<file path="config.mk">
export PLATFORM = sky130hd
export DESIGN_NAME = multicycle_controller_flat
export DESIGN_NICKNAME = d
export VERILOG_FILES = /design/src/rtl/multicycle_controller_if.sv /design/src/rtl/multicycle_controller.sv /design/src/flat_wrapper.sv
export SDC_FILE = /design/constraint.sdc
export NUM_CORES = 1
export LEC_CHECK = 0
export CORE_MARGIN = 3
export CORE_UTILIZATION = 25
export CTS_CLUSTER_DIAMETER = 50
export CTS_CLUSTER_SIZE = 25
export DETAILED_ROUTE_END_ITERATION = 7
export PLACE_DENSITY = 0.63
export SLEW_MARGIN = 5
export SYNTH_ARGS = -nofsm -noshare
export SYNTH_HDL_FRONTEND = slang
export SYNTH_SLANG_ARGS = --single-unit
</file>
<file path="constraint.sdc">
create_clock -name clk -period 4.85 [get_ports clk]
set_input_delay 0.7275 -clock clk [delete_from_list [all_inputs] [get_ports clk]]
set_output_delay 0.7275 -clock clk [all_outputs]
set_load 0.01 [all_outputs]
</file>
<file path="src/rtl/multicycle_controller_if.sv">
// Control bus between the multicycle datapath and its controller.
// The datapath side is the master; the controller is the slave.
interface multicycle_controller_if;
  logic [1:0] op;
  logic [5:0] funct;
  logic [3:0] rd;
  logic [3:0] cond;
  logic [3:0] alu_flags;
  logic       pc_write;
  logic       ir_write;
  logic       adr_src;
  logic       mem_write;
  logic       reg_write;
  logic [1:0] alu_src_a;
  logic [1:0] alu_src_b;
  logic [1:0] result_src;
  logic [1:0] imm_src;
  logic [1:0] reg_src;
  logic [2:0] alu_ctl;
  logic [3:0] state;

  modport master (
    output op, funct, rd, cond, alu_flags,
    input  pc_write, ir_write, adr_src,
    input  mem_write, reg_write,
    input  alu_src_a, alu_src_b, result_src,
    input  imm_src, reg_src, alu_ctl, state
  );

  modport slave (
    input  op, funct, rd, cond, alu_flags,
    output pc_write, ir_write, adr_src,
    output mem_write, reg_write,
    output alu_src_a, alu_src_b, result_src,
    output imm_src, reg_src, alu_ctl, state
  );
endinterface

</file>
<file path="src/rtl/multicycle_controller.sv">
// Multicycle ARM controller: Moore main FSM, instruction
// decoder and NZCV condition logic gating architectural writes.
module multicycle_controller (
  input logic clk,
  input logic reset,
  multicycle_controller_if.slave bus
);

  typedef enum logic [3:0] {
    S_FETCH  = 4'd0,
    S_DECODE = 4'd1,
    S_MEMADR = 4'd2,
    S_MEMRD  = 4'd3,
    S_MEMWB  = 4'd4,
    S_MEMWR  = 4'd5,
    S_EXECR  = 4'd6,
    S_EXECI  = 4'd7,
    S_ALUWB  = 4'd8,
    S_BRANCH = 4'd9
  } state_t;

  localparam logic [2:0] ALU_ADD = 3'b000;
  localparam logic [2:0] ALU_SUB = 3'b001;
  localparam logic [2:0] ALU_AND = 3'b010;
  localparam logic [2:0] ALU_ORR = 3'b011;

  state_t     r_state;
  state_t     w_next;
  logic [3:0] r_flags;

  logic [2:0] w_dec_alu;
  logic       w_no_write;
  logic       w_cv_upd;
  logic       w_condex;
  logic       w_rd15;
  logic       w_exec;
  logic       w_upd_nz;
  logic       w_upd_cv;

  logic       w_pc_write;
  logic       w_ir_write;
  logic       w_adr_src;
  logic       w_mem_write;
  logic       w_reg_write;
  logic [1:0] w_src_a;
  logic [1:0] w_src_b;
  logic [1:0] w_res_src;
  logic [2:0] w_alu_ctl;

  always_comb begin
    w_dec_alu  = ALU_ADD;
    w_no_write = 1'b0;
    w_cv_upd   = 1'b0;
    case (bus.funct[4:1])
      4'b0100: begin
        w_dec_alu = ALU_ADD;
        w_cv_upd  = 1'b1;
      end
      4'b0010: begin
        w_dec_alu = ALU_SUB;
        w_cv_upd  = 1'b1;
      end
      4'b0000: w_dec_alu = ALU_AND;
      4'b1100: w_dec_alu = ALU_ORR;
      4'b1010: begin
        w_dec_alu  = ALU_SUB;
        w_no_write = 1'b1;
        w_cv_upd   = 1'b1;
      end
      default: begin
        w_dec_alu  = ALU_ADD;
        w_no_write = 1'b1;
      end
    endcase
  end

  // r_flags is {N,Z,C,V}
  always_comb begin
    w_condex = 1'b0;
    case (bus.cond)
      4'b0000: w_condex = r_flags[2];
      4'b0001: w_condex = ~r_flags[2];
      4'b0010: w_condex = r_flags[1];
      4'b0011: w_condex = ~r_flags[1];
      4'b0100: w_condex = r_flags[3];
      4'b0101: w_condex = ~r_flags[3];
      4'b0110: w_condex = r_flags[0];
      4'b0111: w_condex = ~r_flags[0];
      4'b1000: w_condex = r_flags[1] & ~r_flags[2];
      4'b1001: w_condex = ~r_flags[1] | r_flags[2];
      4'b1010: w_condex = r_flags[3] == r_flags[0];
      4'b1011: w_condex = r_flags[3] != r_flags[0];
      4'b1100: w_condex = ~r_flags[2] &
                          (r_flags[3] == r_flags[0]);
      4'b1101: w_condex = r_flags[2] |
                          (r_flags[3] != r_flags[0]);
      4'b1110: w_condex = 1'b1;
      default: w_condex = 1'b0;
    endcase
  end

  assign w_rd15   = bus.rd == 4'hf;
  assign w_exec   = (r_state == S_EXECR) |
                    (r_state == S_EXECI);
  assign w_upd_nz = w_exec & bus.funct[0] & w_condex;
  assign w_upd_cv = w_upd_nz & w_cv_upd;

  always_ff @(posedge clk) begin
    if (!reset) begin
      r_state <= S_FETCH;
      r_flags <= 4'b0000;
    end else begin
      r_state <= w_next;
      if (w_upd_nz) r_flags[3:2] <= bus.alu_flags[3:2];
      if (w_upd_cv) r_flags[1:0] <= bus.alu_flags[1:0];
    end
  end

  always_comb begin
    w_next      = S_FETCH;
    w_pc_write  = 1'b0;
    w_ir_write  = 1'b0;
    w_adr_src   = 1'b0;
    w_mem_write = 1'b0;
    w_reg_write = 1'b0;
    w_src_a     = 2'b00;
    w_src_b     = 2'b00;
    w_res_src   = 2'b00;
    w_alu_ctl   = ALU_ADD;
    case (r_state)
      S_FETCH: begin
        w_src_a    = 2'b01;
        w_src_b    = 2'b10;
        w_res_src  = 2'b10;
        w_ir_write = 1'b1;
        w_pc_write = 1'b1;
        w_next     = S_DECODE;
      end
      S_DECODE: begin
        w_src_a   = 2'b01;
        w_src_b   = 2'b10;
        w_res_src = 2'b10;
        case (bus.op)
          2'b01:   w_next = S_MEMADR;
          2'b00:   w_next = bus.funct[5] ? S_EXECI
                                         : S_EXECR;
          2'b10:   w_next = S_BRANCH;
          default: w_next = S_FETCH;
        endcase
      end
      S_MEMADR: begin
        w_src_b = 2'b01;
        w_next  = bus.funct[0] ? S_MEMRD : S_MEMWR;
      end
      S_MEMRD: begin
        w_adr_src = 1'b1;
        w_next    = S_MEMWB;
      end
      S_MEMWB: begin
        w_res_src   = 2'b01;
        w_reg_write = w_condex;
        w_pc_write  = w_condex & w_rd15;
      end
      S_MEMWR: begin
        w_adr_src   = 1'b1;
        w_mem_write = w_condex;
      end
      S_EXECR: begin
        w_alu_ctl = w_dec_alu;
        w_next    = S_ALUWB;
      end
      S_EXECI: begin
        w_src_b   = 2'b01;
        w_alu_ctl = w_dec_alu;
        w_next    = S_ALUWB;
      end
      S_ALUWB: begin
        w_reg_write = w_condex & ~w_no_write;
        w_pc_write  = w_condex & ~w_no_write & w_rd15;
      end
      S_BRANCH: begin
        w_src_a    = 2'b10;
        w_src_b    = 2'b01;
        w_res_src  = 2'b10;
        w_pc_write = w_condex;
      end
      default: w_next = S_FETCH;
    endcase
  end

  // Write enables are held off for the whole time reset is low
  assign bus.pc_write   = w_pc_write & reset;
  assign bus.ir_write   = w_ir_write & reset;
  assign bus.mem_write  = w_mem_write & reset;
  assign bus.reg_write  = w_reg_write & reset;
  assign bus.adr_src    = w_adr_src;
  assign bus.alu_src_a  = w_src_a;
  assign bus.alu_src_b  = w_src_b;
  assign bus.result_src = w_res_src;
  assign bus.alu_ctl    = w_alu_ctl;
  assign bus.imm_src    = bus.op;
  assign bus.reg_src    = {bus.op == 2'b01,
                           bus.op == 2'b10};
  assign bus.state      = r_state;

endmodule

</file>
<file path="src/flat_wrapper.sv">
// flat-port wrapper written by rule: the top's interface ports become plain ports
module multicycle_controller_flat 
  (clk, reset, bus_op, bus_funct, bus_rd, bus_cond, bus_alu_flags, bus_pc_write, bus_ir_write, bus_adr_src, bus_mem_write, bus_reg_write, bus_alu_src_a, bus_alu_src_b, bus_result_src, bus_imm_src, bus_reg_src, bus_alu_ctl, bus_state);
  multicycle_controller_if bus_i ();
  input logic clk;
  input logic reset;
  input wire logic [$bits(bus_i.op)-1:0] bus_op;
  input wire logic [$bits(bus_i.funct)-1:0] bus_funct;
  input wire logic [$bits(bus_i.rd)-1:0] bus_rd;
  input wire logic [$bits(bus_i.cond)-1:0] bus_cond;
  input wire logic [$bits(bus_i.alu_flags)-1:0] bus_alu_flags;
  output wire logic [$bits(bus_i.pc_write)-1:0] bus_pc_write;
  output wire logic [$bits(bus_i.ir_write)-1:0] bus_ir_write;
  output wire logic [$bits(bus_i.adr_src)-1:0] bus_adr_src;
  output wire logic [$bits(bus_i.mem_write)-1:0] bus_mem_write;
  output wire logic [$bits(bus_i.reg_write)-1:0] bus_reg_write;
  output wire logic [$bits(bus_i.alu_src_a)-1:0] bus_alu_src_a;
  output wire logic [$bits(bus_i.alu_src_b)-1:0] bus_alu_src_b;
  output wire logic [$bits(bus_i.result_src)-1:0] bus_result_src;
  output wire logic [$bits(bus_i.imm_src)-1:0] bus_imm_src;
  output wire logic [$bits(bus_i.reg_src)-1:0] bus_reg_src;
  output wire logic [$bits(bus_i.alu_ctl)-1:0] bus_alu_ctl;
  output wire logic [$bits(bus_i.state)-1:0] bus_state;
  assign bus_i.op = bus_op;
  assign bus_i.funct = bus_funct;
  assign bus_i.rd = bus_rd;
  assign bus_i.cond = bus_cond;
  assign bus_i.alu_flags = bus_alu_flags;
  assign bus_pc_write = bus_i.pc_write;
  assign bus_ir_write = bus_i.ir_write;
  assign bus_adr_src = bus_i.adr_src;
  assign bus_mem_write = bus_i.mem_write;
  assign bus_reg_write = bus_i.reg_write;
  assign bus_alu_src_a = bus_i.alu_src_a;
  assign bus_alu_src_b = bus_i.alu_src_b;
  assign bus_result_src = bus_i.result_src;
  assign bus_imm_src = bus_i.imm_src;
  assign bus_reg_src = bus_i.reg_src;
  assign bus_alu_ctl = bus_i.alu_ctl;
  assign bus_state = bus_i.state;
  multicycle_controller u_core (.clk(clk), .reset(reset), .bus(bus_i));
endmodule
</file>
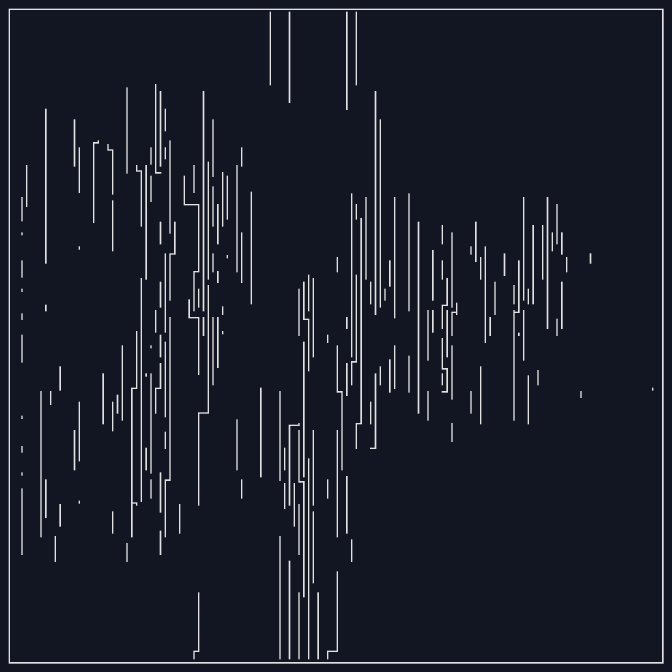
Figure 1: run 1, the metal 2 layer.
nets with wire on the layer	142
longest straight run	21.4 um
main direction	vertical

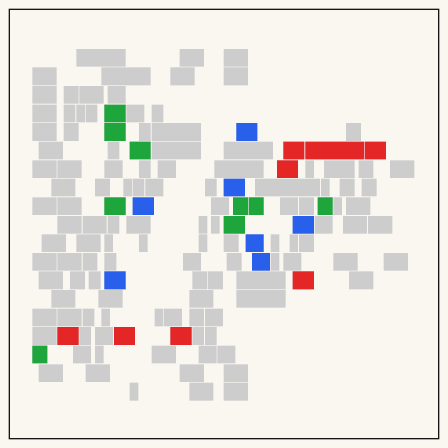
Figure 2: run 1, gate-type map.
family	color	cells
AND and OR gates	green	9
AND-OR and OR-AND gates	blue	7
XOR/XNOR gates	red	8

==> run notes, run 1 <==
fresh numbers from the pnr run: status=finished clean, vias in the first global route=approximately 870, clock skew=about 0.72 ps, area reported by Yosys stat=805.8 um^2, final hold vios=0, ys cells=105, Non-Filler Instances=between 150 and 200, first-pass GRT wire length=between 3000 and 4000 um, synth warn=0, Hold Slack=between 500 and 600 ps, startpoint types=input pin, die y size=~63 um, share of the synthesized area in the top cell type=~20%, Slew Limit Fails=0, final wirelength=~2300 um, fin worst setup slack=1108 ps, Crit. Startpoint=bus_cond[2], drt pass-1 iters=4, post-CTS setup buffers=0, VDD IR-drop max=between 0.1 and 0.15 mV, Detailed Route Iter0 Violations=53, number of nets in the layout=165, minimum clock period=between 3000 and 4000 ps, crit path DAT=between 3000 and 4000 ps, Total Power=just over 200 uW, dpl ws=between 1000 and 1500 ps, Clock Sinks=8, grt peak-use layer=met2, finished layout cell area=roughly 1300 um^2, endpoint class of the critical path=output port, CP max FO=8, Num CTS Buffers=3, Cell area leaders=dfxtp_1 (20%), nand3b_1 (5.6%), nand2b_1 (5.4%), wire per inst=roughly 12 um, Rows=19, CP Class=in -> out
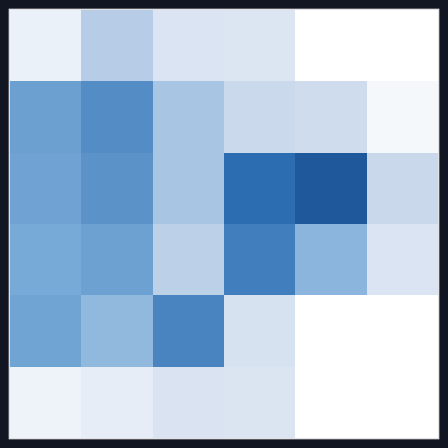
Figure 3: run 1, cell area per tile.
6 x 6 tiles, from white (low) to dark blue (high), 0 to 100% covered.
emptiest ninth of the die	lower right
tiles over 75% full	5.6%
nearly empty tiles	17%
fullest tile	84%

## run 1: sequential cells by signal (all words and copies together), names as in the netlist
name and cells:
u_core.bus.state 4, u_core.r_flags 4
## run 1: layer usage
layer	vias up	part of all wire, %	wire, um
li1	445	-	-
met1	403	45	1031
met2	35	45	1025
met3	2	9.3	212
met4	0	0.31	7
met5	-	0	0
## run 1: Yosys cell counts
master,number
nand2b_1,7
buf_1,1
dfxtp_1,8
nand4_1,1
a22oi_2,1
buf_2,2
nor4_1,1
nor2_1,5
and3b_1,1
o22ai_1,3
o311ai_4,1
nor2b_1,2
mux2i_1,1
xor2_1,3
nand3_1,1
inv_1,4
nor3b_1,5
clkbuf_1,3
a211oi_1,1
xor3_1,1
a31oi_1,2
o21ai_0,5
nand2_1,7
and3_1,2
a31o_1,2
xnor2_1,4
a211o_1,1
a21o_1,2
and2_1,1
a31o_2,1
a21oi_1,4
buf_4,3
nand3b_1,6
nor3_1,5
o31a_1,1
or2_2,1
or3b_2,4
a22oi_1,1
conb_1,1
## run 1: path summary, 6_finish.rpt
| path | endpoint | slack, ps | depth (start not counted) |
|---|---|---|---|
| max | bus_mem_write | 1110 | 8 |
| min | u_core.r_flags[2] | 550 | 1 |
| max reg2reg | u_core.r_flags[2] | 3100 | 6 |
| min reg2reg | u_core.r_flags[2] | 550 | 1 |
## run 1: cells by family after synthesis
| group | synth area share, % |
|---|---|
| AND/OR/NAND/NOR | 36.65 |
| AND-OR/OR-AND | 23.45 |
| buffers and inverters | 7.763 |
| XOR/XNOR | 10.56 |
| flip-flops | 19.88 |
| multiplexers | 1.242 |
| other | 0.4654 |
## run 1: placed cells by master (no fill, tap or decap), types with 4 or more instances in the layout
master	count
dfxtp_1	8
nand2b_1	7
nand3b_1	6
or3b_2	4
clkdlybuf4s50_1	42
a21oi_1	4
inv_1	4
xnor2_1	4
o21ai_0	5
nor2_1	5
nor3b_1	5
nand2_1	7
nor3_1	5
## run 1: critical path: cells and delay by family
family / cells / cell delay (ps)
xor gates and xnor gates: 1 / 120
and+or+nand+nor: 3 / 510
buffers and inverters: 2 / 1090
AOI/OAI and AO/OA: 2 / 580
## run 1: power by group
group	switching, mW	total, mW	leakage (nW)	internal [mW]
Combinational	0.0338	0.0833	0.398	0.0495
Clock	0.0211	0.0494	0.0138	0.0282
Sequential	0.00718	0.0752	0.0650	0.0680
Total	0.0621	0.208	0.477	0.146
## run 1: area by class of cell
| cell class | count | area (um^2) |
|---|---|---|
| clock buffer | 3 | 22.52 |
| fill | 315 | 1647 |
| inverter | 4 | 15.01 |
| multi-input combinational | 84 | 583.1 |
| sequential | 8 | 160.2 |
| tap | 42 | 52.55 |
| timing repair buffer | 42 | 420.4 |
Figure 4. Signal wires by layer (run 1).
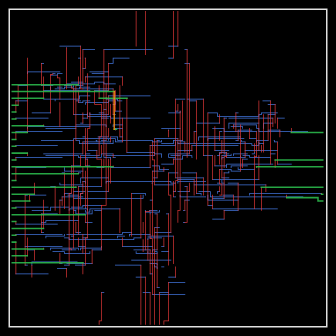

==> run 2: changes to the inputs <==
- PLACE_DENSITY: 0.63 -> 0.65
- clock period: 4.85 -> 3.27 ns (I/O delays scaled with it)
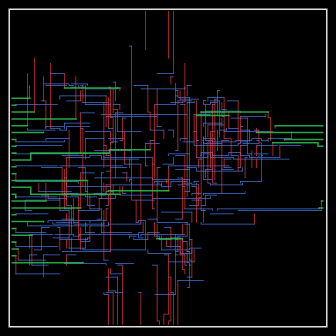
Figure 5: run 2, signal wires by layer.
layer	color	wire length
met2	red	1030 um
met1	blue	1050 um
met3	green	240 um
final wirelength: 2312 um
wire per inst: 12.43 um
total track usage: 12.11%
vias after detailed routing: 903

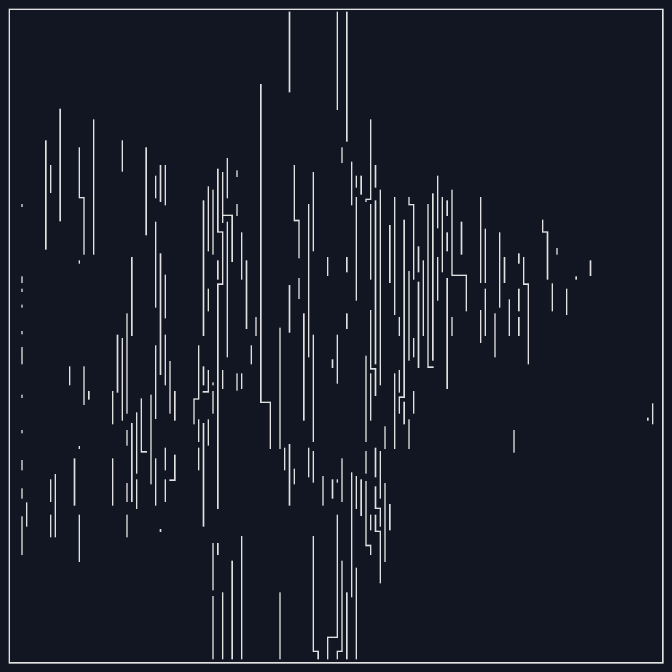
Figure 6: run 2, the metal 2 layer.
met2 GRT Util: 18.51%

==> run 2 against run 1 <==
  * Core utilization increased by 0.86 points
  * Final cell count increased by 1.6%
  * Die size unchanged
  * Largest power group unchanged
  * Largest cell class unchanged
  * Worst setup slack got worse by 940 ps
  * Power increased by 52%
  * Synthesized area unchanged
  * Non-clock buffer count increased by 3
  * Highest routed layer is now met3
  * Design area increased by 2.0%
  * Flip-flop count unchanged
==> run notes, run 2 <==
fresh numbers from the pnr run: status=finished clean, Rows=19 (unchanged), vias in the first global route=885 (+2.1%), dpl ws=121.0 ps (-1023 ps), fin worst setup slack=171.9 ps (-935.9 ps), ys cells=105 (unchanged), Clock Sinks=8 (unchanged), Post-synth EDFFs=0 (unchanged), die y size=62.77 um (unchanged), share of the synthesized area in the top cell type=19.88% (unchanged), crit path DAT=2610 ps (-400 ps), Detailed Route Iter0 Violations=19 (-64%), area reported by Yosys stat=805.8 um^2 (unchanged), synth warn=0 (unchanged), number of nets in the layout=168 (+1.8%), Num CTS Buffers=3 (unchanged), Slew Limit Fails=0 (unchanged), CP Class=in -> out, clock skew=3.878 ps (+3.160 ps), final hold vios=0 (unchanged), kind of cell adding the most delay to the critical path=buffers and inverters, most common logic cell in the routed design=clkdlybuf4s50_1, minimum clock period=3098 ps, Crit path buffers/inverters=2 (unchanged), Cell area leaders=dfxtp_1 (20%), nand3b_1 (5.6%), nand2b_1 (5.4%), Non-Filler Instances=186 (+1.6%)
[run 2: cell counts after synthesis]
No cell type changed its count.
[run 2: worst paths after layout]
path                     start  cells after the start  slack [ps]                end
max                bus_cond[0]                      8         170      bus_reg_write
min          u_core.r_flags[2]                      1         560  u_core.r_flags[2]
max reg2reg  u_core.r_flags[0]                      7        1410  u_core.r_flags[2]
min reg2reg  u_core.r_flags[2]                      1         560  u_core.r_flags[2]
[run 2: metal layers]
metal / vias up / routed length (um) / track usage, %
met5: - / 0 / 0
met4: 0 / 0 / 2.479
met3: 0 / 240 / 5.396
met2: 43 / 1025 / 18.51
met1: 408 / 1046 / 15.66
li1: 452 / - / -
[run 2: final cells by class]
cell class / count / area, um^2
flip-flops and latches: 8 / 160.2
multi-input cells: 84 / 583.1
inverters: 4 / 15.01
well taps: 42 / 52.55
repair buffers: 45 / 445.4
clock buffers: 3 / 22.52
fillers: 302 / 1622
[run 2: timing repair]
item	4_1_cts	5_1_grt
setup endpoints to repair	0	1
buffers inserted	0	0
gates resized	0	1
[run 2: cells by family after synthesis]
group | after synthesis | synth area share, %
AOI/OAI and AO/OA | 25 | 23.45
xor gates and xnor gates | 8 | 10.56
buffers and inverters | 13 | 7.763
DFF | 8 | 19.88
muxes | 1 | 1.242
other | 1 | 0.4654
and+or+nand+nor | 49 | 36.65
[run 2: metrics by stage]
stage | util [%] | area [um^2] | hold slack, ps | total power, mW
6_report | 44.09 | 1279 | 560.4 | 0.3156
5_1_grt | 44.09 | 1279 | 582.4 | 0.3358
4_1_cts | 44.00 | 1276 | 562.8 | 0.3202
2_1_floorplan | - | 805.8 | 497.9 | 0.1704
3_5_place_dp | 43.23 | 1254 | 548.4 | 0.2403
3_3_place_gp | 43.23 | 1254 | 540.9 | 0.2398
[run 2: power breakdown]
group	switching [mW]	leakage (nW)	internal (mW)	total, mW
sequential	0.0104	0.0650	0.101	0.111
combinational	0.0507	0.431	0.0768	0.128
clock	0.0348	0.0138	0.0421	0.0769
[run 2: worst reg2reg max path, cell delays in order (launching register included)]
cell and delay (ps):
dfxtp_1 420, xor3_1 450, o22ai_1 150, a22oi_2 120, o311ai_4 100, buf_4 200, nand3_1 100, a31o_1 230
Power figures rest on the tool's default switching activity, not on a simulated workload.
